Figure 1. The metal 1 layer (run 1).
The bar under the picture is 50 um long.
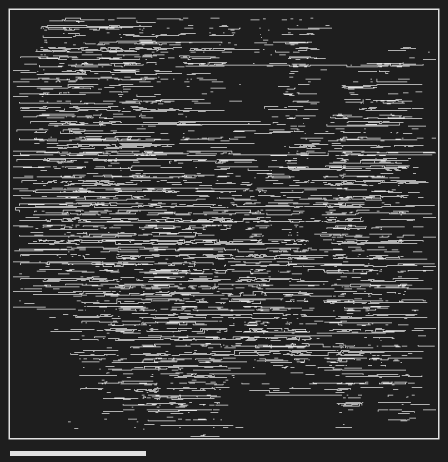
Figure 2. Routing congestion map (run 1).
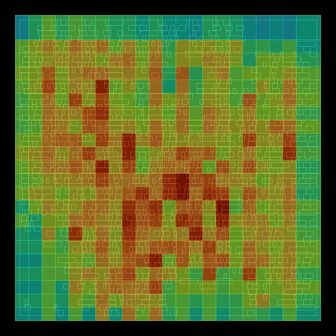
Figure 3. Local utilization (run 1).
The bar under the picture is 50 um long. 16 x 16 tiles, from black (low) to pale yellow (high), 0 to 100% covered.
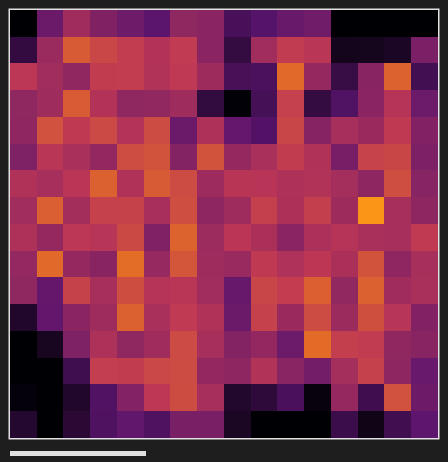
`src/rtl/a2s_pkg.sv`:
```
`default_nettype none
// +----------------------------------------------------------------------+
// | Module      : a2s_pkg                                                |
// | Description : Shared constants and FSM encoding for the AXI-to-      |
// |               stream ring reader.                                    |
// | Revision    : 1.0 - initial release                                  |
// +----------------------------------------------------------------------+
package a2s_pkg;

  // One burst is one 64-byte block of 16 x 32-bit beats.
  localparam int BURST_BEATS = 16;
  localparam int BEAT_W      = $clog2(BURST_BEATS);
  // Ping-pong buffer address: {half, beat}.
  localparam int ADDR_W      = BEAT_W + 1;
  localparam logic [3:0] ARLEN = 4'(BURST_BEATS - 1);

  // DDR address split: 6-bit byte offset inside a block, 18-bit block index.
  localparam int BLK_OFF_W  = 6;
  localparam int BLK_IDX_W  = 18;
  localparam int BLK_BASE_W = 32 - BLK_OFF_W;

  typedef enum logic [1:0] {
    ST_IDLE = 2'd0,
    ST_AR   = 2'd1,
    ST_R    = 2'd2
  } a2s_state_e;

endpackage
`default_nettype wire

```
`src/rtl/a2s_axi_if.sv`:
```
`default_nettype none
// +----------------------------------------------------------------------+
// | Module      : a2s_axi_if                                             |
// | Description : AXI3 read-address / read-data channel subset used by   |
// |               the ring reader (rdata bypasses the controller).       |
// | Revision    : 1.0 - initial release                                  |
// +----------------------------------------------------------------------+
interface a2s_axi_if;
  logic [31:0] AXI_araddr;
  logic        AXI_arvalid;
  logic        AXI_arready;
  logic [3:0]  AXI_arlen;
  logic        AXI_rvalid;
  logic        AXI_rready;
  logic        AXI_rlast;
  logic [1:0]  AXI_rresp;

  modport master (
    output AXI_araddr, AXI_arvalid, AXI_arlen, AXI_rready,
    input  AXI_arready, AXI_rvalid, AXI_rlast, AXI_rresp
  );

  modport slave (
    input  AXI_araddr, AXI_arvalid, AXI_arlen, AXI_rready,
    output AXI_arready, AXI_rvalid, AXI_rlast, AXI_rresp
  );
endinterface
`default_nettype wire

```
`src/rtl/a2s_ring_ptr.sv`:
```
`default_nettype none
// +----------------------------------------------------------------------+
// | Module      : a2s_ring_ptr                                           |
// | Description : Block index into a ring of `size` blocks plus a count  |
// |               of completed wraps.                                    |
// | Revision    : 1.0 - initial release                                  |
// +----------------------------------------------------------------------+
module a2s_ring_ptr
  import a2s_pkg::*;
#(
  parameter int IDX_W = BLK_IDX_W,
  parameter int CNT_W = 32
) (
  input  logic             clk,
  input  logic             rst_n,
  input  logic             clr,
  input  logic             adv,
  input  logic [IDX_W-1:0] size,
  output logic [IDX_W-1:0] blk,
  output logic [CNT_W-1:0] wraps
);

  logic [IDX_W-1:0] r_blk;
  logic [CNT_W-1:0] r_wraps;
  logic             w_at_end;

  assign w_at_end = (r_blk == size - IDX_W'(1));

  // Advance the block index; the last block of the ring folds back to 0.
  always_ff @(posedge clk or negedge rst_n) begin
    if (!rst_n) begin
      r_blk   <= '0;
      r_wraps <= '0;
    end else if (clr) begin
      r_blk   <= '0;
      r_wraps <= '0;
    end else if (adv) begin
      if (w_at_end) begin
        r_blk   <= '0;
        r_wraps <= r_wraps + CNT_W'(1);
      end else begin
        r_blk   <= r_blk + IDX_W'(1);
      end
    end
  end

  assign blk   = r_blk;
  assign wraps = r_wraps;

endmodule
`default_nettype wire

```
`src/rtl/a2s_controller.sv`:
```
`default_nettype none
// +----------------------------------------------------------------------+
// | Module      : a2s_controller                                         |
// | Description : Fetches a DDR ring buffer in 16-beat AXI3 bursts into  |
// |               a two-half ping-pong buffer and hands words to a       |
// |               same-clock stream consumer.                            |
// | Revision    : 1.0 - initial release                                  |
// +----------------------------------------------------------------------+
module a2s_controller
  import a2s_pkg::*;
(
  input  logic              AXI_clk,
  input  logic              rst_n,
  input  logic              sync,
  input  logic              Oen,
  output logic [ADDR_W-1:0] Oaddr,
  output logic              Ovalid,
  input  logic [31:0]       obase,
  input  logic [23:6]       osize,
  output logic [23:6]       oacnt,
  output logic [31:0]       obcnt,
  output logic              underrun,
  output logic              rerr,
  a2s_axi_if.master         axi,
  output logic [ADDR_W-1:0] a2s_addr,
  output logic              a2s_en
);

  a2s_state_e            r_state;
  a2s_state_e            w_state_nxt;
  logic [1:0]            r_hv;
  logic [1:0]            w_hv_set;
  logic [1:0]            w_hv_clr;
  logic                  r_fh;
  logic                  r_rh;
  logic [BEAT_W-1:0]     r_beat;
  logic [BEAT_W-1:0]     r_rcnt;
  logic                  r_drop;
  logic [31:0]           r_araddr;
  logic                  r_underrun;
  logic                  r_rerr;
  logic [BLK_IDX_W-1:0]  w_fblk;
  logic [BLK_BASE_W-1:0] w_blk_base;
  logic                  w_ar_load;
  logic                  w_arvalid;
  logic                  w_rready;
  logic                  w_r_hs;
  logic                  w_last_hs;
  logic                  w_fill;
  logic                  w_rd;
  logic                  w_release;
  logic [31:0]           w_fetch_wraps_unused;
  logic [BLK_OFF_W-1:0]  w_obase_lsb_unused;

  assign w_obase_lsb_unused = obase[BLK_OFF_W-1:0];
  assign w_blk_base = obase[31:BLK_OFF_W] + BLK_BASE_W'(w_fblk);

  assign w_r_hs    = w_rready & axi.AXI_rvalid;
  assign w_last_hs = w_r_hs & axi.AXI_rlast;
  // A burst cut short by sync must not mark its half valid.
  assign w_fill    = w_last_hs & ~r_drop & ~sync;
  assign w_rd      = Oen & Ovalid & ~sync;
  assign w_release = w_rd & (r_rcnt == BEAT_W'(BURST_BEATS - 1));

  // Fetch FSM state register.
  always_ff @(posedge AXI_clk or negedge rst_n) begin
    if (!rst_n) r_state <= ST_IDLE;
    else        r_state <= w_state_nxt;
  end

  // Fetch FSM next state and AXI handshake outputs.
  always_comb begin
    w_state_nxt = r_state;
    w_arvalid   = 1'b0;
    w_rready    = 1'b0;
    w_ar_load   = 1'b0;
    case (r_state)
      ST_IDLE: begin
        if (!r_hv[r_fh] && !sync) begin
          w_state_nxt = ST_AR;
          w_ar_load   = 1'b1;
        end
      end
      ST_AR: begin
        w_arvalid = 1'b1;
        if (axi.AXI_arready) w_state_nxt = ST_R;
      end
      ST_R: begin
        w_rready = 1'b1;
        if (axi.AXI_rvalid && axi.AXI_rlast) w_state_nxt = ST_IDLE;
      end
      default: w_state_nxt = ST_IDLE;
    endcase
  end

  // Burst address, beat counter and the drop flag for sync-aborted bursts.
  always_ff @(posedge AXI_clk or negedge rst_n) begin
    if (!rst_n) begin
      r_araddr <= '0;
      r_beat   <= '0;
      r_drop   <= 1'b0;
    end else begin
      if (w_ar_load) r_araddr <= {w_blk_base, BLK_OFF_W'(0)};
      if (r_state == ST_AR && axi.AXI_arready) r_beat <= '0;
      else if (w_r_hs)                         r_beat <= r_beat + BEAT_W'(1);
      if (w_last_hs)
        r_drop <= 1'b0;
      else if (sync && (r_state == ST_AR || r_state == ST_R))
        r_drop <= 1'b1;
    end
  end

  // Sticky error flags, cleared by sync.
  always_ff @(posedge AXI_clk or negedge rst_n) begin
    if (!rst_n) begin
      r_rerr     <= 1'b0;
      r_underrun <= 1'b0;
    end else if (sync) begin
      r_rerr     <= 1'b0;
      r_underrun <= 1'b0;
    end else begin
      if (w_r_hs && axi.AXI_rresp != 2'b00) r_rerr     <= 1'b1;
      if (Oen && !Ovalid)                   r_underrun <= 1'b1;
    end
  end

  // Fill and release always target different halves, so both may apply.
  always_comb begin
    w_hv_set = 2'b00;
    w_hv_clr = 2'b00;
    if (w_fill)    w_hv_set[r_fh] = 1'b1;
    if (w_release) w_hv_clr[r_rh] = 1'b1;
  end

  // Half-valid flags, fill/read half selectors and consumer word counter.
  always_ff @(posedge AXI_clk or negedge rst_n) begin
    if (!rst_n) begin
      r_hv   <= 2'b00;
      r_fh   <= 1'b0;
      r_rh   <= 1'b0;
      r_rcnt <= '0;
    end else if (sync) begin
      r_hv   <= 2'b00;
      r_fh   <= 1'b0;
      r_rh   <= 1'b0;
      r_rcnt <= '0;
    end else begin
      r_hv <= (r_hv | w_hv_set) & ~w_hv_clr;
      if (w_fill)    r_fh   <= ~r_fh;
      if (w_release) r_rh   <= ~r_rh;
      if (w_rd)      r_rcnt <= r_rcnt + BEAT_W'(1);
    end
  end

  a2s_ring_ptr #(
    .IDX_W (BLK_IDX_W),
    .CNT_W (32)
  ) u_fetch_ptr (
    .clk   (AXI_clk),
    .rst_n (rst_n),
    .clr   (sync),
    .adv   (w_fill),
    .size  (osize),
    .blk   (w_fblk),
    .wraps (w_fetch_wraps_unused)
  );

  a2s_ring_ptr #(
    .IDX_W (BLK_IDX_W),
    .CNT_W (32)
  ) u_read_ptr (
    .clk   (AXI_clk),
    .rst_n (rst_n),
    .clr   (sync),
    .adv   (w_release),
    .size  (osize),
    .blk   (oacnt),
    .wraps (obcnt)
  );

  assign axi.AXI_araddr  = r_araddr;
  assign axi.AXI_arvalid = w_arvalid;
  assign axi.AXI_arlen   = ARLEN;
  assign axi.AXI_rready  = w_rready;

  assign a2s_addr = {r_fh, r_beat};
  assign a2s_en   = w_r_hs & ~r_drop;
  assign Ovalid   = r_hv[r_rh];
  assign Oaddr    = {r_rh, r_rcnt};
  assign underrun = r_underrun;
  assign rerr     = r_rerr;

endmodule
`default_nettype wire

```
`src/flat_wrapper.sv`:
```
// flat-port wrapper written by rule: the top's interface ports become plain ports
module a2s_controller_flat import a2s_pkg::*;
  (AXI_clk, rst_n, sync, Oen, Oaddr, Ovalid, obase, osize, oacnt, obcnt, underrun, rerr, a2s_addr, a2s_en, axi_AXI_araddr, axi_AXI_arvalid, axi_AXI_arlen, axi_AXI_rready, axi_AXI_arready, axi_AXI_rvalid, axi_AXI_rlast, axi_AXI_rresp);
  a2s_axi_if axi_i ();
  input  logic AXI_clk;
  input  logic rst_n;
  input  logic sync;
  input  logic Oen;
  output logic [ADDR_W-1:0] Oaddr;
  output logic Ovalid;
  input  logic [31:0] obase;
  input  logic [23:6] osize;
  output logic [23:6] oacnt;
  output logic [31:0] obcnt;
  output logic underrun;
  output logic rerr;
  output logic [ADDR_W-1:0] a2s_addr;
  output logic a2s_en;
  output wire logic [$bits(axi_i.AXI_araddr)-1:0] axi_AXI_araddr;
  output wire logic [$bits(axi_i.AXI_arvalid)-1:0] axi_AXI_arvalid;
  output wire logic [$bits(axi_i.AXI_arlen)-1:0] axi_AXI_arlen;
  output wire logic [$bits(axi_i.AXI_rready)-1:0] axi_AXI_rready;
  input wire logic [$bits(axi_i.AXI_arready)-1:0] axi_AXI_arready;
  input wire logic [$bits(axi_i.AXI_rvalid)-1:0] axi_AXI_rvalid;
  input wire logic [$bits(axi_i.AXI_rlast)-1:0] axi_AXI_rlast;
  input wire logic [$bits(axi_i.AXI_rresp)-1:0] axi_AXI_rresp;
  assign axi_AXI_araddr = axi_i.AXI_araddr;
  assign axi_AXI_arvalid = axi_i.AXI_arvalid;
  assign axi_AXI_arlen = axi_i.AXI_arlen;
  assign axi_AXI_rready = axi_i.AXI_rready;
  assign axi_i.AXI_arready = axi_AXI_arready;
  assign axi_i.AXI_rvalid = axi_AXI_rvalid;
  assign axi_i.AXI_rlast = axi_AXI_rlast;
  assign axi_i.AXI_rresp = axi_AXI_rresp;
  a2s_controller u_core (.AXI_clk(AXI_clk), .rst_n(rst_n), .sync(sync), .Oen(Oen), .Oaddr(Oaddr), .Ovalid(Ovalid), .obase(obase), .osize(osize), .oacnt(oacnt), .obcnt(obcnt), .underrun(underrun), .rerr(rerr), .axi(axi_i), .a2s_addr(a2s_addr), .a2s_en(a2s_en));
endmodule
```
`config.mk`:
```
export PLATFORM = sky130hd
export DESIGN_NAME = a2s_controller_flat
export DESIGN_NICKNAME = d
export VERILOG_FILES = /design/src/rtl/a2s_pkg.sv /design/src/rtl/a2s_axi_if.sv /design/src/rtl/a2s_ring_ptr.sv /design/src/rtl/a2s_controller.sv /design/src/flat_wrapper.sv
export SDC_FILE = /design/constraint.sdc
export NUM_CORES = 1
export LEC_CHECK = 0
export CELL_PAD_IN_SITES_DETAIL_PLACEMENT = 2
export CELL_PAD_IN_SITES_GLOBAL_PLACEMENT = 2
export CORE_MARGIN = 2
export CORE_UTILIZATION = 33
export DETAILED_ROUTE_END_ITERATION = 10
export GPL_TIMING_DRIVEN = 0
export PLACE_DENSITY = 0.92
export SLEW_MARGIN = 10
export SYNTH_ARGS = -nofsm -noshare
export SYNTH_HDL_FRONTEND = slang
export SYNTH_SLANG_ARGS = --single-unit
```
`constraint.sdc`:
```
create_clock -name AXI_clk -period 6.2 [get_ports AXI_clk]
set_input_delay 0.62 -clock AXI_clk [delete_from_list [all_inputs] [get_ports AXI_clk]]
set_output_delay 0.62 -clock AXI_clk [all_outputs]
set_load 0.03 [all_outputs]
```
==> results_dict.tcl, run 1 <==
# collected from the flow reports
set metrics [dict create \
    n_tap_cell 319 \
    cp_num_buf_inv 5 \
    status "finished, final reports clean" \
    slew_headroom 0.233 \
    drtIter0Drc 236 \
    wl_met2_um 15600 \
    finalSetupViolations 0 \
    rsz0062_at_grt "false" \
    drt_first_pass_iters 4 \
    drv_cap 0 \
    switching_share 0.387 \
    p_seq_uw 892 \
    clk_pin_slew_ns 0.10 \
    num-multi-input-gates 710 \
    worst_pin_slew_ns 1.14 \
    drive_above_1_share 0.0563 \
    mostFrequentLayoutCell "clkdlybuf4s50_1" \
    gp_congestion 0.830 \
    powerComb_uw 795 \
    place_area_mm2 0.00963 \
    worstPathCellList "clkdlybuf4s50_1 > inv_1 > ha_1 > or3b_2 > clkbuf_1 > nor4_1 > xnor2_1 > xnor2_1 > nor4_2 > nand4_2 > buf_1 > clkbuf_1 > o31ai_1 > a21oi_1" \
    yosysMostFrequentCell "dfrtp_1" \
    seq_share 0.279 \
    clkbuf_count 9 \
    top_area_cell "dfrtp_1" \
    fp.coreArea_mm2 0.0233 \
    topRoutingLayerUsed "met4" \
    ff_type "dfrtp_1" \
    grt_use_met2 0.456 \
    ys_seq_frac 0.357 \
    num_vias 7742 \
    muxShareOfSynthArea 0.0249 \
    intPower_uw 1440 \
    tns_ns 0 \
    postLayoutSetupSlackWorst_ns 1.53 \
    fill_cells 2607 \
    cts_buffer_depth 2 \
    ys_warn_count 0 \
    clkLatencyLatePin_ns 0.38 \
    crit_required_ns 6.45 \
    min_period_over_period 0.753 \
    postCtsSetupBuffers 0 \
    report.final.slew_viol_count 0 \
    yosys_cells 901 \
    fp.dieW_um 157 \
    async_flop_share 1.00 \
    routed_wl_um 29700 \
    whs_ns 0.130 \
    layout-area-overhead-vs-synth_pct 28.0 \
    clock_skew_ns 0.0181 \
    ys_area_mm2 0.00777 \
    topCellsByArea "dfrtp_1 36%, xnor2_1 5.7%, nand2_1 4.5%" \
    ys_top_cells_by_count "111 x dfrtp_1, 93 x nand2_1, 64 x a21oi_1" \
    met3_wirelength_um 1050 \
    cp-startpoint "osize[7]" \
    flop_area_mm2 0.00278 \
    slowest_stage "nor4_1" \
    postSynthCellCount 901 \
    io_pins 161 \
    powerClk_uw 653 \
    switching_power_uw 905 \
    grt-busiest-layer "met2" \
    comb-cell-share 0.466 \
    synth.avg_cell_area_um2 8.63 \
    nNetsFinal 1148 \
    drc_errors 0 \
    netlist_logic_family_top "simple AND/OR/NAND/NOR gates" \
    r2r_setup_slack_ns 2.69 \
    p_clk_frac 0.279 \
    slowest_delay_ns 0.57 \
    ys_sh_simple 0.242 \
    synth_flops 111 \
    finalNonFillerCells 1386 \
    routed_via_density 5.59 \
    clkCellAreaFrac 0.0316 \
    min_period_ns 4.67 \
    grt_pass1_vias 8558 \
    hold_viol 0 \
    start_kind "input port" \
    cts_sinks 111 \
    synth-edff-count 0 \
    grt_pass1_wl_um 47500 \
    grt_max_degree 81 \
    synth-compound-area-share 0.179 \
    io_buffers 140 \
    p_comb_frac 0.340 \
    wirelength_met1_um 12700 \
    die_y_um 157 \
    antenna_cells 1 \
    p_seq_frac 0.381 \
    r2r_end "u_core.axi.AXI_araddr[26]" \
    final_area_mm2 0.00995 \
    rows 56 \
    htree_levels 3 \
    die_area_mm2 0.0248 \
    adder_share 0.0460 \
    antenna_left 0 \
    power.density_mw_per_mm2 235 \
    xor_share 0.0988 \
    worstSetupEndpoint "u_core.u_read_ptr.wraps[17]" \
    cp_data_arrival_time_ns 4.91 \
    dp.cells 1369 \
    crit_fanout 10 \
    r2r.worst_path.cells 11 \
]
## Picture notes: Figure 1
The layer holds 43% of the routed length. The wires run mostly horizontal. The longest straight run is 49.7 um.

## Picture notes: Figure 2
gr usage total: 0.245
routing usage on met3: 0.0308
GR Layer Usage met1: 0.299
wire per inst: 21.4 um
Core Util, Final: 0.426

## Picture notes: Figure 3
The mean over all tiles is 39%. 0.40% of the tiles are over 75% full. The fullest tile reaches 77%. 5.9% of the tiles are nearly empty. The emptiest ninth of the die: lower left.

Figure 4. Wire density map (run 1).
The bar under the picture is 50 um long. 31 x 31 tiles, from black (low) to pale yellow (high), scaled to the fullest tile. Values are wire area over tile area, all layers added.
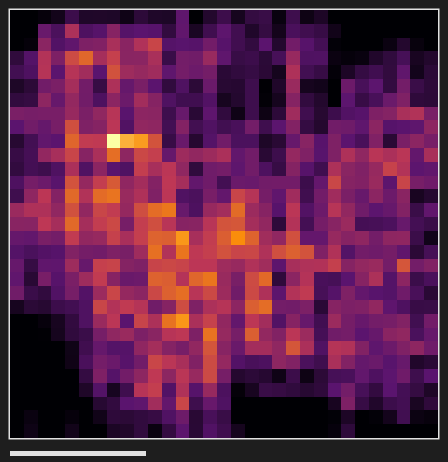

--- run 2 (diff from run 1) ---
- CORE_UTILIZATION: 33 -> 28
- PLACE_DENSITY: 0.92 -> 0.83
- clock period: 6.2 -> 3.9 ns (I/O delays scaled with it)
Figure 5. Wire density map (run 2).
The bar under the picture is 50 um long. 34 x 34 tiles, from black (low) to pale yellow (high), scaled to the fullest tile. Values are wire area over tile area, all layers added.
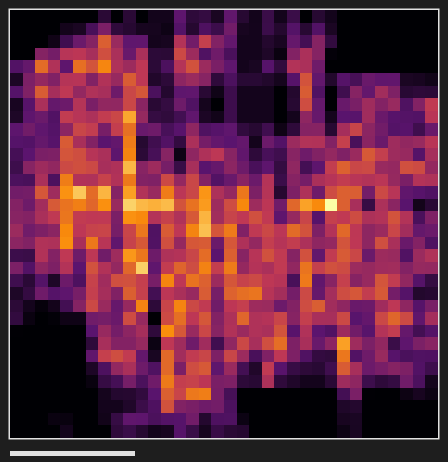
The emptiest ninth of the die: lower left. 21% of the tiles are over half the peak. The fullest tile reaches 0.50. The mean over all tiles is 0.15. 15% of the tiles are nearly empty.

==> run 2 against run 1 <==
Power grew 56%. First-iteration DRC count grew 5.5%. Final cell count grew 3.9%. Sequential cell count is the same. Die area grew 17%. Critical endpoint is now u_core.u_read_ptr.wraps[19]. Largest cell class unchanged. Largest power group unchanged.
==> results_dict.tcl, run 2 <==
# collected from the flow reports
set metrics [dict create \
    r2r_setup_slack_ns 0.43 \
    finalNonFillerCells 1440 \
    cts_buffer_depth 2 \
    drtIter0Drc 249 \
    ys_sh_simple 0.242 \
    seq_share 0.274 \
    crit_fanout 9 \
    powerClk_uw 970 \
    ys_warn_count 0 \
    num-multi-input-gates 710 \
    drive_above_1_share 0.0730 \
    place_area_mm2 0.00970 \
    r2r_end "u_core.axi.AXI_araddr[26]" \
    worstSetupEndpoint "u_core.u_read_ptr.wraps[19]" \
    gp_congestion 0.816 \
    min_period_ns 3.76 \
    report.final.slew_viol_count 0 \
    die_area_mm2 0.0291 \
    muxShareOfSynthArea 0.0249 \
    slew_headroom 0.396 \
    hold_viol 0 \
    clkbuf_count 9 \
    topRoutingLayerUsed "met4" \
    adder_share 0.0460 \
    powerComb_uw 1270 \
    grt_usage 0.201 \
    clkCellAreaFrac 0.0297 \
    top_area_cell "dfrtp_1" \
    clkLatencyLatePin_ns 0.38 \
    slowest_stage "or4_4" \
    num_vias 7622 \
    postCtsSetupBuffers 2 \
    synth-edff-count 0 \
    wl_met2_um 14700 \
    fp.dieW_um 171 \
    ys_seq_frac 0.357 \
    ys_types 63 \
    wirelength_met1_um 13000 \
    routed_wl_um 28900 \
    netlist_logic_family_top "simple AND/OR/NAND/NOR gates" \
    grt-busiest-layer "met2" \
    grt_max_degree 80 \
    r2r.worst_path.cells 11 \
    ff_type "dfrtp_1" \
    drv_cap 0 \
    wl_per_cell_um 20.1 \
    cp_data_arrival_time_ns 4.03 \
    root_buffer "clkbuf_16" \
    topCellsByArea "dfrtp_1 36%, xnor2_1 5.7%, nand2_1 4.5%" \
    yosys_cells 901 \
    fill_cells 3074 \
    synth.top_cell.area_share 0.357 \
    comb-cell-share 0.468 \
    xor_share 0.0988 \
    htree_levels 3 \
    nNetsFinal 1150 \
    synth.avg_cell_area_um2 8.63 \
    seq_cells 111 \
    p_seq_uw 1410 \
    die_y_um 171 \
    met1_usage 0.253 \
    largest_reg_flops 32 \
    ys_area_mm2 0.00777 \
    grt_use_met2 0.364 \
    whs_endpoint "u_core.axi.AXI_araddr[23]" \
    mostFrequentLayoutCell "clkdlybuf4s50_1" \
    crit_required_ns 4.17 \
    utilization 0.375 \
    layout-area-overhead-vs-synth_pct 30.6 \
    fp.coreArea_mm2 0.0271 \
    antenna_cells 0 \
    final_area_mm2 0.0102 \
    p_comb_frac 0.347 \
    n_tap_cell 372 \
    yosysMostFrequentCell "dfrtp_1" \
    rsz0062_at_grt "false" \
    io_pins 161 \
    dominant-cell-class "logic gates" \
    switching_power_uw 1380 \
    switching_share 0.378 \
    cp_num_buf_inv 4 \
    status "finished, final reports clean" \
    flop_area_mm2 0.00278 \
    min_path_cells 2 \
    routed_via_density 5.29 \
    whs_ns 0.476 \
    worst_pin_slew_ns 0.895 \
    min_period_over_period 0.965 \
    p_seq_frac 0.387 \
    antenna_left 0 \
    dp.cells 1422 \
    async_flop_share 1.00 \
    drt_first_pass_iters 4 \
    cts_sinks 111 \
    inv_count 26 \
    p_clk_frac 0.266 \
    clock_skew_ns 0.0165 \
    start_kind "input port" \
    io_buffers 140 \
    finalSetupViolations 0 \
    rows 60 \
    intPower_uw 2270 \
    drc_errors 0 \
    synth_flops 111 \
    tns_ns 0 \
    slowest_delay_ns 0.57 \
    power.density_mw_per_mm2 360 \
    grt_pass1_vias 8312 \
    met3_wirelength_um 900 \
    clk_pin_slew_ns 0.09 \
    grt_pass1_wl_um 46200 \
    postLayoutSetupSlackWorst_ns 0.135 \
    cp-startpoint "osize[7]" \
    postSynthCellCount 901 \
    ys_top_cells_by_count "111 x dfrtp_1, 93 x nand2_1, 64 x a21oi_1" \
    worstPathCellList "clkdlybuf4s50_1 > or4_4 > buf_6 > or4_4 > xnor2_1 > nand2_1 > nor4_4 > nand4_2 > buf_4 > buf_4 > a2111oi_0 > mux2_2" \
    synth-compound-area-share 0.179 \
    grt_use_met3 0.0268 \
]
Figure 6. Local utilization (run 2).
The bar under the picture is 50 um long. 17 x 17 tiles, from black (low) to pale yellow (high), 0 to 100% covered.
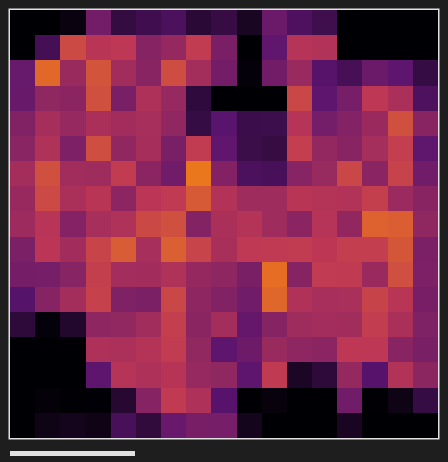
The emptiest ninth of the die: lower left. The mean over all tiles is 33%. 14% of the tiles are nearly empty.

--- run 3 (diff from run 2) ---
- CTS_CLUSTER_SIZE: unset -> 25
Figure 7. Wire density map (run 3).
The bar under the picture is 50 um long. 34 x 34 tiles, from black (low) to pale yellow (high), scaled to the fullest tile. Values are wire area over tile area, all layers added.
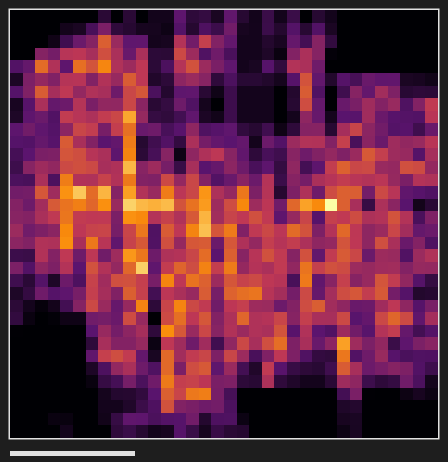
The emptiest ninth of the die: lower left. 21% of the tiles are over half the peak. 15% of the tiles are nearly empty. The fullest tile reaches 0.50. The mean over all tiles is 0.15.

Figure 8. Metal 2 (run 3).
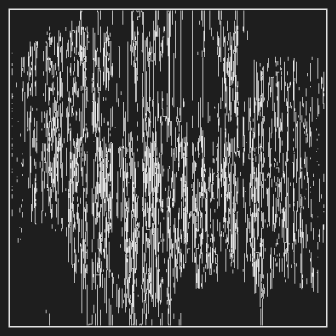
The longest straight run is 67.0 um. The layer carries 14,700 um of wire. The layer holds 51% of the routed length. 1,078 nets have wire on it. The wires run mostly vertical.

==> run 3 against run 2 <==
Area after synthesis unchanged. Cell area stayed put. Sequential power barely moved. Non-clock buffer count unchanged. Routed wire length did not move. Count of clock-buffer cells in the layout unchanged. Register-to-register slack hardly changed.
==> results_dict.tcl, run 3 <==
# collected from the flow reports
set metrics [dict create \
    status "finished, final reports clean" \
    crit_fanout 9 \
    final_area_mm2 0.0102 \
    min_path_cells 2 \
    slowest_delay_ns 0.57 \
    worstSetupEndpoint "u_core.u_read_ptr.wraps[19]" \
    fill_cells 3074 \
    grt_usage 0.201 \
    synth-compound-area-share 0.179 \
    ys_warn_count 0 \
    cp_num_buf_inv 4 \
    met3_wirelength_um 900 \
    cp_data_arrival_time_ns 4.03 \
    r2r_setup_slack_ns 0.43 \
    root_buffer "clkbuf_16" \
    routed_wl_um 28900 \
    clock_skew_ns 0.0165 \
    p_clk_frac 0.266 \
    drive_above_1_share 0.0730 \
    whs_ns 0.476 \
    switching_power_uw 1380 \
    report.final.slew_viol_count 0 \
    switching_share 0.378 \
    p_seq_uw 1410 \
    dp.cells 1422 \
    place_area_mm2 0.00970 \
    top_area_cell "dfrtp_1" \
    wl_met2_um 14700 \
    inv_count 26 \
    r2r.worst_path.cells 11 \
    ys_sh_simple 0.242 \
    worst_pin_slew_ns 0.895 \
    drt_first_pass_iters 4 \
    wl_per_cell_um 20.1 \
    clkLatencyLatePin_ns 0.38 \
    mostFrequentLayoutCell "clkdlybuf4s50_1" \
    grt-busiest-layer "met2" \
    intPower_uw 2270 \
    cp-startpoint "osize[7]" \
    finalNonFillerCells 1440 \
    io_buffers 140 \
    p_seq_frac 0.387 \
    hold_viol 0 \
    drc_errors 0 \
    worstPathCellList "clkdlybuf4s50_1 > or4_4 > buf_6 > or4_4 > xnor2_1 > nand2_1 > nor4_4 > nand4_2 > buf_4 > buf_4 > a2111oi_0 > mux2_2" \
    start_kind "input port" \
    grt_pass1_vias 8312 \
    finalSetupViolations 0 \
    ys_seq_frac 0.357 \
    num-multi-input-gates 710 \
    powerClk_uw 970 \
    ys_types 63 \
    ys_area_mm2 0.00777 \
    postCtsSetupBuffers 2 \
    slowest_stage "or4_4" \
    rows 60 \
    antenna_left 0 \
    min_period_ns 3.76 \
    tool_warnings 34 \
    synth.top_cell.area_share 0.357 \
    seq_share 0.274 \
    cts_sinks 111 \
    xor_share 0.0988 \
    comb-cell-share 0.468 \
    nNetsFinal 1150 \
    flop_area_mm2 0.00278 \
    io_pins 161 \
    n_tap_cell 372 \
    gp_congestion 0.816 \
    tns_ns 0 \
    ys_top_cells_by_count "111 x dfrtp_1, 93 x nand2_1, 64 x a21oi_1" \
    yosysMostFrequentCell "dfrtp_1" \
    slew_headroom 0.396 \
    r2r_end "u_core.axi.AXI_araddr[26]" \
    grt_pass1_wl_um 46200 \
    cts_buffer_depth 2 \
    die_area_mm2 0.0291 \
    ff_type "dfrtp_1" \
    power-top-group "registers" \
    drv_cap 0 \
    antenna_cells 0 \
    fp.coreArea_mm2 0.0271 \
    powerComb_uw 1270 \
    utilization 0.375 \
    adder_share 0.0460 \
    muxShareOfSynthArea 0.0249 \
    grt_use_met3 0.0268 \
    topCellsByArea "dfrtp_1 36%, xnor2_1 5.7%, nand2_1 4.5%" \
    synth-edff-count 0 \
    p_comb_frac 0.347 \
    min_period_over_period 0.965 \
    topRoutingLayerUsed "met4" \
    routed_via_density 5.29 \
    grt_use_met2 0.364 \
    power.density_mw_per_mm2 360 \
    num_vias 7622 \
    crit_required_ns 4.17 \
    layout-area-overhead-vs-synth_pct 30.6 \
    yosys_cells 901 \
    async_flop_share 1.00 \
    postSynthCellCount 901 \
    grt_max_degree 80 \
    comb_area_mm2 0.00475 \
    dominant-cell-class "logic gates" \
    whs_endpoint "u_core.axi.AXI_araddr[23]" \
    clk_pin_slew_ns 0.09 \
    synth.avg_cell_area_um2 8.63 \
    largest_reg_flops 32 \
]
Power is estimated from default activity; no workload was simulated.
